Design ldpc_pin_host, sky130hd; sources not shown.
==> run_1/registers.png <==
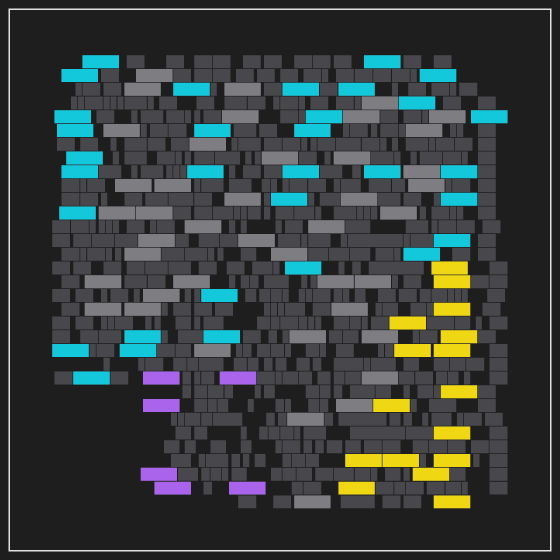
legend:
  cyan:
    signal: rsp_rdata
    flops: 32
  yellow:
    signal: pin_sel
    flops: 16
  purple:
    signal: cnt
    flops: 6
not colored: 42
Reg area: 1920 um2
flop share of the area: 31.7%
Finished Core Util: 74.9%

==> run_1/final_congestion.png <==
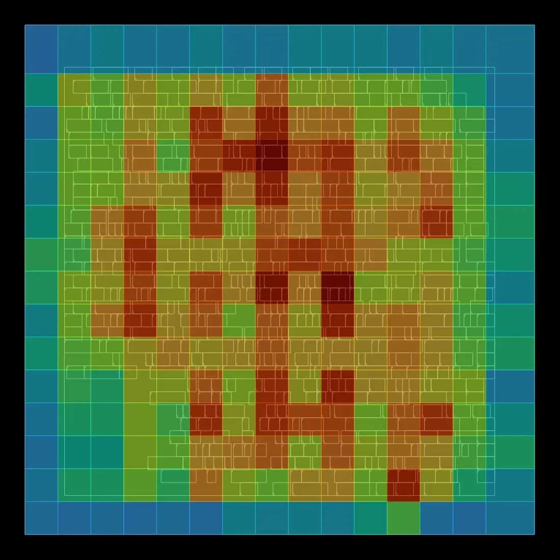
DR WL/cell: 17.7 um
Tot GR Track Use: 21.5%
met3 Use GR: 4.98%

==> run_1/drive_strength.png <==
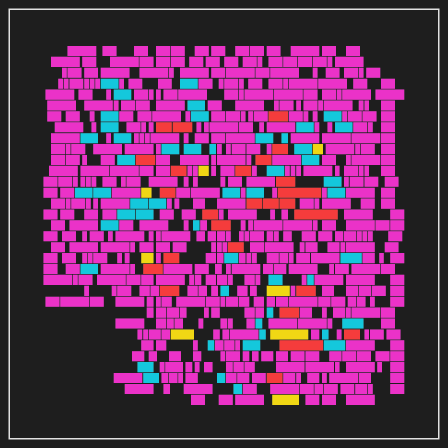
legend:
  red:
    size: drive 6 and up
    cells: 26
    share: 4.3%
    most_used: buf_6
  yellow:
    size: drive 3 to 4
    cells: 8
    share: 1.3%
  magenta:
    size: drive 1 or less
    cells: 516
    share: 86%
    most_used: clkdlybuf4s50_1
  cyan:
    size: drive 2
    cells: 51
    share: 8.5%
    most_used: a211oi_2
Synth-to-Final Area Change: 31.3%
nonclk buf count: 148
Worst Slack Setup Final: 0.811 ns
post-route cell area: 6060 um2

==> results_dict.tcl, run 1 <==
# metrics dict for downstream scripts
set metrics [dict create \
    tns_ns 0 \
    cts-root-buf "clkbuf_8" \
    dpl_worst_slack_ns 0.433 \
    max_freq_mhz 412 \
    cpPeakStageDelay_ns 0.57 \
    tightest_slew_ns 0.747 \
    numCtsBuffers 9 \
    rsz0062_at_grt "no" \
    drive_gt1_share_pct 14.1 \
    hold_path_depth 2 \
    crit_top_cell "clkbuf_1" \
    leakagePower_nw 2.32 \
    dieArea_um2 11400 \
    ys_sh_mux_pct 13.9 \
    slew_headroom_pct 50.2 \
    crit_chain "clkdlybuf4s50_1 > clkbuf_1 > inv_1 > clkbuf_1 > clkbuf_1 > o2111ai_1 > o31ai_1" \
    cts_max_path_buffers 2 \
    ys_cells 479 \
    ys_seq_share_pct 41.6 \
    fp_nets 534 \
    status "finished, final reports clean" \
    edf_count 0 \
    cts_tree "built" \
    worst-path-stages 7 \
    clkPwrFrac_pct 19.0 \
    fa_ha_area_share_pct 0.271 \
    grt_pass1_wl_mm 20.1 \
    dp.cells 691 \
    gp_congestion 0.855 \
    grt_pass1_vias 4095 \
    swShare_pct 38.9 \
    cap_violations 0 \
    fin_nets 652 \
    power_leader "combinational cells" \
    period_needed_ns 2.43 \
    worstSetupPathType "primary input to flop" \
    port-buffer-count 107 \
    routed_via_density 5.72 \
    ys_async_sr_fraction_pct 0 \
    core-area_um2 8090 \
    logic_family "AND-OR/OR-AND gates" \
    antenna_cells 0 \
    wl_met3_um 734 \
    routed_wl_mm 12.5 \
    pg_comb_mw 2.30 \
    path_clk_slew_ns 0.09 \
    synth_area_um2 4620 \
    r2r_slack_ns 0.82 \
    p_int_mw 3.05 \
    power_frac_seq_pct 34.9 \
    placed_cell_area_um2 5820 \
    clock_power_uw 951 \
    synthXorXnorAreaFrac_pct 0.569 \
    crit_buf_inv 5 \
    grt_overflow 0 \
    postCtsSetupRepairBufs 0 \
    critPathMaxFanout 10 \
    syn_area_per_cell_um2 9.64 \
    setup_viol 0 \
    ys.flops 96 \
    cts_max_level 3 \
    yosys.area_share.aoi_pct 19.4 \
    drc_errors 0 \
    ys_sh_simple_pct 17.9 \
    crit_family "buffers and inverters" \
    grt_max_degree 17 \
    fp.dieH_um 107 \
    wl_met2_mm 6.09 \
    r2r_cells 12 \
    required_ns 3.47 \
    cts.sinks 96 \
    cts_resized 0 \
    ys.flop_type "dfxtp_1" \
    power_mw 5.00 \
    grtUsageMet2_pct 36.6 \
    antenna_found_initial 0 \
    period_used_pct 75.0 \
    crit_path_end_kind "flop" \
    ir_worst_vdd_mv 0.372 \
    die_w_um 107 \
    row_count 33 \
    crit_path_top_delay_cell "clkdlybuf4s50_1" \
    fp_util_pct 57.0 \
    final_hold_viol_count 0 \
    ys_types 58 \
    p_seq_mw 1.74 \
    power_switching_mw 1.94 \
    dr.first_iter.drc_count 223 \
    dr.max_layer_used "met4" \
    busiest_layer "met2" \
    powerDensity_nw_per_um2 824 \
    cp.arrival_ns 2.66 \
    vias 4036 \
    clk-insertion-delay-late_ns 0.37 \
    hpwl_mm 9.05 \
    tool_warnings 26 \
    gr-usage-met1_pct 26.3 \
    final_antenna_net_count 0 \
    final_cells 706 \
    wl_met1_mm 5.49 \
    hold_ws_ns 0.401 \
    drtPass1Iterations 4 \
    synth-area-yosys_um2 4620 \
    ios 108 \
    hold_class "flop to flop" \
    slew_viol_final 0 \
    comb_power_share_pct 46.1 \
    syn_inst 479 \
    yosysWarnings 6 \
    start_kind "primary input" \
    hold_buffers 0 \
]
==> run 1: layout by cell type (no fill, tap or decap), drive strengths merged, types with 4 or more instances in the layout <==
cell type / count
a211oi: 32
a21oi: 13
a31oi: 4
buf: 26
clkbuf: 24
clkdlybuf4s50: 107
dfxtp: 96
inv: 8
mux2i: 64
nand2: 89
nand3: 5
nor2: 39
nor3: 7
nor4: 5
o211ai: 4
o2bb2ai: 17
==> run 1: tightest hold or removal path, cell delays in order (launching register included) <==
cell and delay (ns):
dfxtp_1 0.32, nand2_1 0.05, o2bb2ai_1 0.05
==> run 1: cells in the mapped netlist (2+ instances only) <==
master     number  area [um2]
nand3b_1        3        22.5
mux2i_1        64         641
nor2b_1         3        18.8
or3_1           2        12.5
o2bb2ai_2       3        45.0
nand3_1         5        25.0
nor2_1         39         146
nand2_1        89         334
nand4_1         3        18.8
o221a_2         2        22.5
a31oi_1         4        25.0
buf_6          13         146
dfxtp_1        96        1920
nand4b_1        2        17.5
nor3_2          2        20.0
a211oi_2       31         388
buf_2           9        45.0
o211ai_1        4        30.0
a22oi_1         3        22.5
nand2b_1        3        18.8
nor4_1          5        31.3
nor3_4          2        32.5
nor3b_1         3        22.5
clkbuf_1       15        56.3
a311oi_1        2        17.5
xor2_1          2        17.5
buf_1           2        7.51
a21oi_1        13        65.1
and4_1          2        17.5
nor3_1          3        15.0
inv_1           7        26.3
or2_2           3        18.8
o2bb2ai_1      14         123
buf_4           2        15.0
==> run 1: layout make-up <==
type / instances / area [um2]
sequential: 96 / 1920
multi-input combinational: 335 / 2400
inverter: 7 / 26.3
clock inverter: 6 / 118
tap: 105 / 131
buffer: 41 / 270
clock buffer: 9 / 124
timing repair buffer: 107 / 1070
fill: 581 / 2030
==> run_1/density.png <==
The die is cut into 11 by 11 equal tiles; black is low, pale yellow is high, 0 to 100% covered.
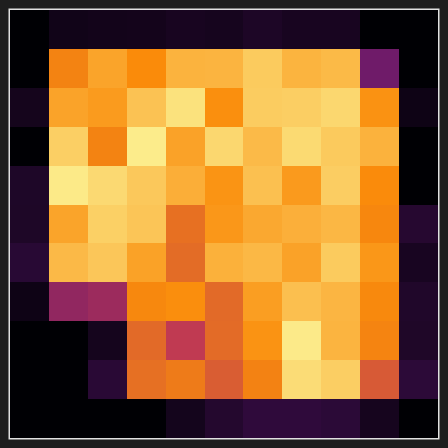

## Run 2: what changed since run 1
--- a/config.mk
+++ b/config.mk
@@ -7,12 +7,12 @@
 export LEC_CHECK = 0
 export CAP_MARGIN = 20
 export CORE_MARGIN = 8
-export CORE_UTILIZATION = 56
+export CORE_UTILIZATION = 52
 export CTS_BUF_LIST = sky130_fd_sc_hd__clkbuf_8
 export DETAILED_ROUTE_END_ITERATION = 6
 export GPL_ROUTABILITY_DRIVEN = 1
 export GPL_TIMING_DRIVEN = 0
-export PLACE_DENSITY = 0.88
+export PLACE_DENSITY = 0.83
 export SLEW_MARGIN = 10
 export SYNTH_ARGS = -nofsm -noshare
 export SYNTH_HDL_FRONTEND = slang
==> constraint.sdc (replaced) <==
create_clock -name wb_clk_i -period 2.4 [get_ports wb_clk_i]
set_clock_uncertainty 0.05 [all_clocks]
set_input_delay 0.36 -clock wb_clk_i [delete_from_list [all_inputs] [get_ports wb_clk_i]]
set_output_delay 0.36 -clock wb_clk_i [all_outputs]
set_load 0.005 [all_outputs]
==> run_2/density.png <==
The die is cut into 11 by 11 equal tiles; black is low, pale yellow is high, 0 to 100% covered.
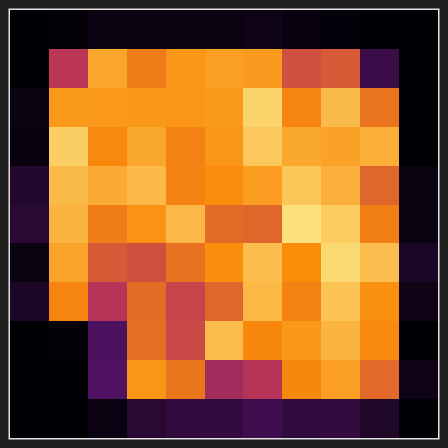
nearly empty tiles: 14%
mean over tiles: 49%
densest ninth of the die: center
emptiest ninth of the die: south-west
Core ar.: 8680 um2
Starting Density: 53.2%
Finished Core Util: 69.9%

==> run_2/final_congestion.png <==
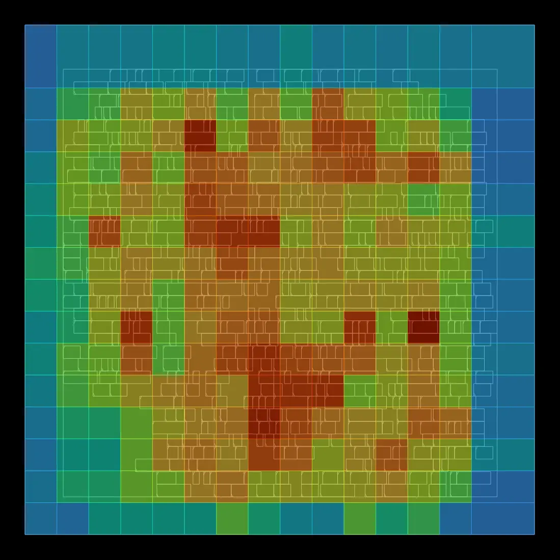
DR WL/cell: 17.3 um
M2 GR Usage: 32.8%
Tot GR Track Use: 19.8%
busiest grt layer: met2

==> run_2/drive_strength.png <==
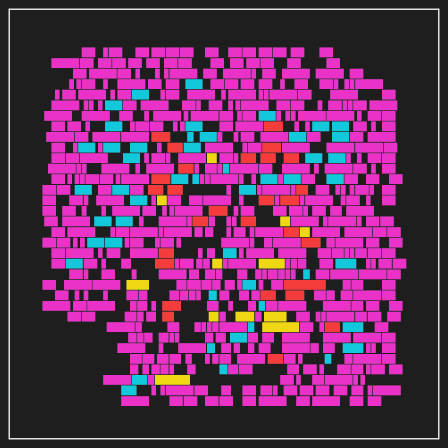
legend:
  yellow:
    size: drive 3 to 4
    cells: 12
    share: 2.0%
    most_used: buf_4
  red:
    size: drive 6 and up
    cells: 28
    share: 4.7%
    most_used: buf_6
  magenta:
    size: drive 1 or less
    cells: 512
    share: 85%
    most_used: clkdlybuf4s50_1
  cyan:
    size: drive 2
    cells: 49
    share: 8.2%
    most_used: a211oi_2
nonclk buf count: 147
Worst Slack Setup Final: 0.154 ns

==> run 2 against run 1 <==
Compared with the run above: area after synthesis is the same; sequential share of layout area is essentially flat; utilization shrank 5.0 points; routed wire length shrank 1.9%; cell area is essentially flat; clock power grew about 20%; combinational power grew 39%; worst setup slack lost 0.66 ns; sequential cell count is the same; worst hold slack gained 0.0014 ns; register-to-register slack lost 0.67 ns.
==> results_dict.tcl, run 2 <==
# metrics dict for downstream scripts
set metrics [dict create \
    edf_count 0 \
    leakagePower_nw 2.32 \
    mostFrequentLayoutCell "clkdlybuf4s50_1" \
    ir_worst_vdd_mv 0.543 \
    drive_gt1_share_pct 14.8 \
    die_w_um 110 \
    common_cells "dfxtp_1, nand2_1, mux2i_1" \
    top_area_cell "dfxtp_1" \
    critPathMaxFanout 10 \
    hold_path_depth 2 \
    syn_inst 479 \
    clkPwrFrac_pct 16.9 \
    antenna_cells 0 \
    r2r_cells 12 \
    netlist.area_leader.share_pct 41.6 \
    ys.flop_type "dfxtp_1" \
    period_used_pct 93.6 \
    drtPass1Iterations 5 \
    max_freq_mhz 445 \
    slew_headroom_pct 51.0 \
    dr.first_iter.drc_count 179 \
    gr-usage-met1_pct 25.2 \
    grt_pass1_vias 4009 \
    hold_class "flop to flop" \
    top_cell "dfxtp_1" \
    crit_path_end_kind "flop" \
    worstSetupPathType "flop to flop" \
    cap_violations 0 \
    hold_buffers 0 \
    cts_tree "built" \
    grt_max_degree 18 \
    status "finished, final reports clean" \
    fin_nets 651 \
    synth_area_um2 4620 \
    final_hold_viol_count 0 \
    cts_max_path_buffers 2 \
    grt_pass1_wl_mm 19.2 \
    swShare_pct 39.7 \
    wl_met1_mm 5.36 \
    comb_power_share_pct 47.9 \
    cts.sinks 96 \
    ios 108 \
    period_needed_ns 2.25 \
    row_count 34 \
    required_ns 2.56 \
    power_switching_mw 2.65 \
    start_kind "flop" \
    final_antenna_net_count 0 \
    routed_via_density 5.67 \
    setup_viol 0 \
    ys_async_sr_fraction_pct 0 \
    wl_met3_um 793 \
    ys_seq_share_pct 41.6 \
    cp.arrival_ns 2.41 \
    ys.flops 96 \
    power_mw 6.68 \
    vias 4017 \
    tightest_slew_ns 0.735 \
    syn2layout_area_growth_pct 31.3 \
    tool_warnings 27 \
    slew_viol_final 0 \
    fill_cells 709 \
    ys_cells 479 \
    hold_ws_ns 0.402 \
    clk-insertion-delay-late_ns 0.35 \
    antenna_found_initial 0 \
    synth-area-yosys_um2 4620 \
    dpl_worst_slack_ns -0.315 \
    yosysWarnings 6 \
    grt_overflow 0 \
    fp.dieH_um 110 \
    dieArea_um2 12100 \
    routed_wl_mm 12.2 \
    syn_area_per_cell_um2 9.64 \
    fp_nets 534 \
    cts-root-buf "clkbuf_8" \
    numCtsBuffers 9 \
    r2r_slack_ns 0.15 \
    ys_types 58 \
    dr.max_layer_used "met4" \
    wl_met2_mm 5.86 \
    drc_errors 0 \
    topCellsByArea "dfxtp_1, mux2i_1, a211oi_2" \
    rsz0062_at_grt "yes" \
    p_int_mw 4.03 \
    mostFrequentLayoutCells "clkdlybuf4s50_1, dfxtp_1, nand2_1" \
    port-buffer-count 107 \
    cts_max_level 3 \
    tns_ns 0 \
    gp_congestion 0.851 \
    grt_util_met3_pct 3.02 \
    power_frac_seq_pct 35.2 \
    powerDensity_nw_per_um2 1100 \
    path_clk_slew_ns 0.10 \
    hpwl_mm 9.00 \
]
[run 2: logic make-up (layout without fill, tap and decap cells)]
kind of cell	Yosys count	in the layout	synth area share [%]
compound gates	92	92	19.4
xor+xnor	3	3	0.569
fa+ha+maj	1	1	0.271
buf+inv	48	170	6.42
flops	96	96	41.6
mux	64	64	13.9
simple gates	175	175	17.9
[run 2: critical path: stages (launching register included)]
cell and delay (ns):
dfxtp_1 0.35, inv_1 0.10, ha_4 0.17, nor2b_4 0.16, buf_6 0.15, a21oi_1 0.08, a21oi_1 0.13, nor2_1 0.07
or3_1 0.33, buf_6 0.16, buf_6 0.14, nor2_1 0.14, a211oi_2 0.06
[run 2: power by group through the flow]
| stage | clock network, mW | registers, mW | logic (mW) |
|---|---|---|---|
| 3_3_place_gp | 0 | 2.35 | 2.98 |
| 6_report | 1.13 | 2.35 | 3.20 |
| 2_1_floorplan | 0 | 2.30 | 2.34 |
| 5_1_grt | 1.22 | 2.41 | 3.43 |
| 4_1_cts | 1.15 | 2.34 | 3.09 |
| 3_5_place_dp | 0 | 2.37 | 3.06 |
[run 2: metrics by stage]
step | cells | area [um2]
6_report | 709 | 6060
3_3_place_gp | 694 | 5820
3_5_place_dp | 694 | 5820
5_1_grt | 709 | 6060
4_1_cts | 710 | 6040
2_1_floorplan | 479 | 4620
[run 2: layout make-up]
type | instances | area [um2] | area share [%]
buffer | 39 | 272 | 4.48
clock inverter | 6 | 73.8 | 1.22
sequential | 96 | 1920 | 31.7
multi-input combinational | 335 | 2420 | 39.9
tap | 108 | 135 | 2.23
inverter | 7 | 26.3 | 0.433
timing repair buffer | 108 | 1080 | 17.8
clock buffer | 10 | 138 | 2.27
[run 2: timing repair]
action | in CTS | in global routing
gates resized | 1 | 6
pin swaps | 0 | 1
setup endpoints to repair | 3 | 61
buffers inserted | 0 | 1
Power and IR drop assume default switching activity.
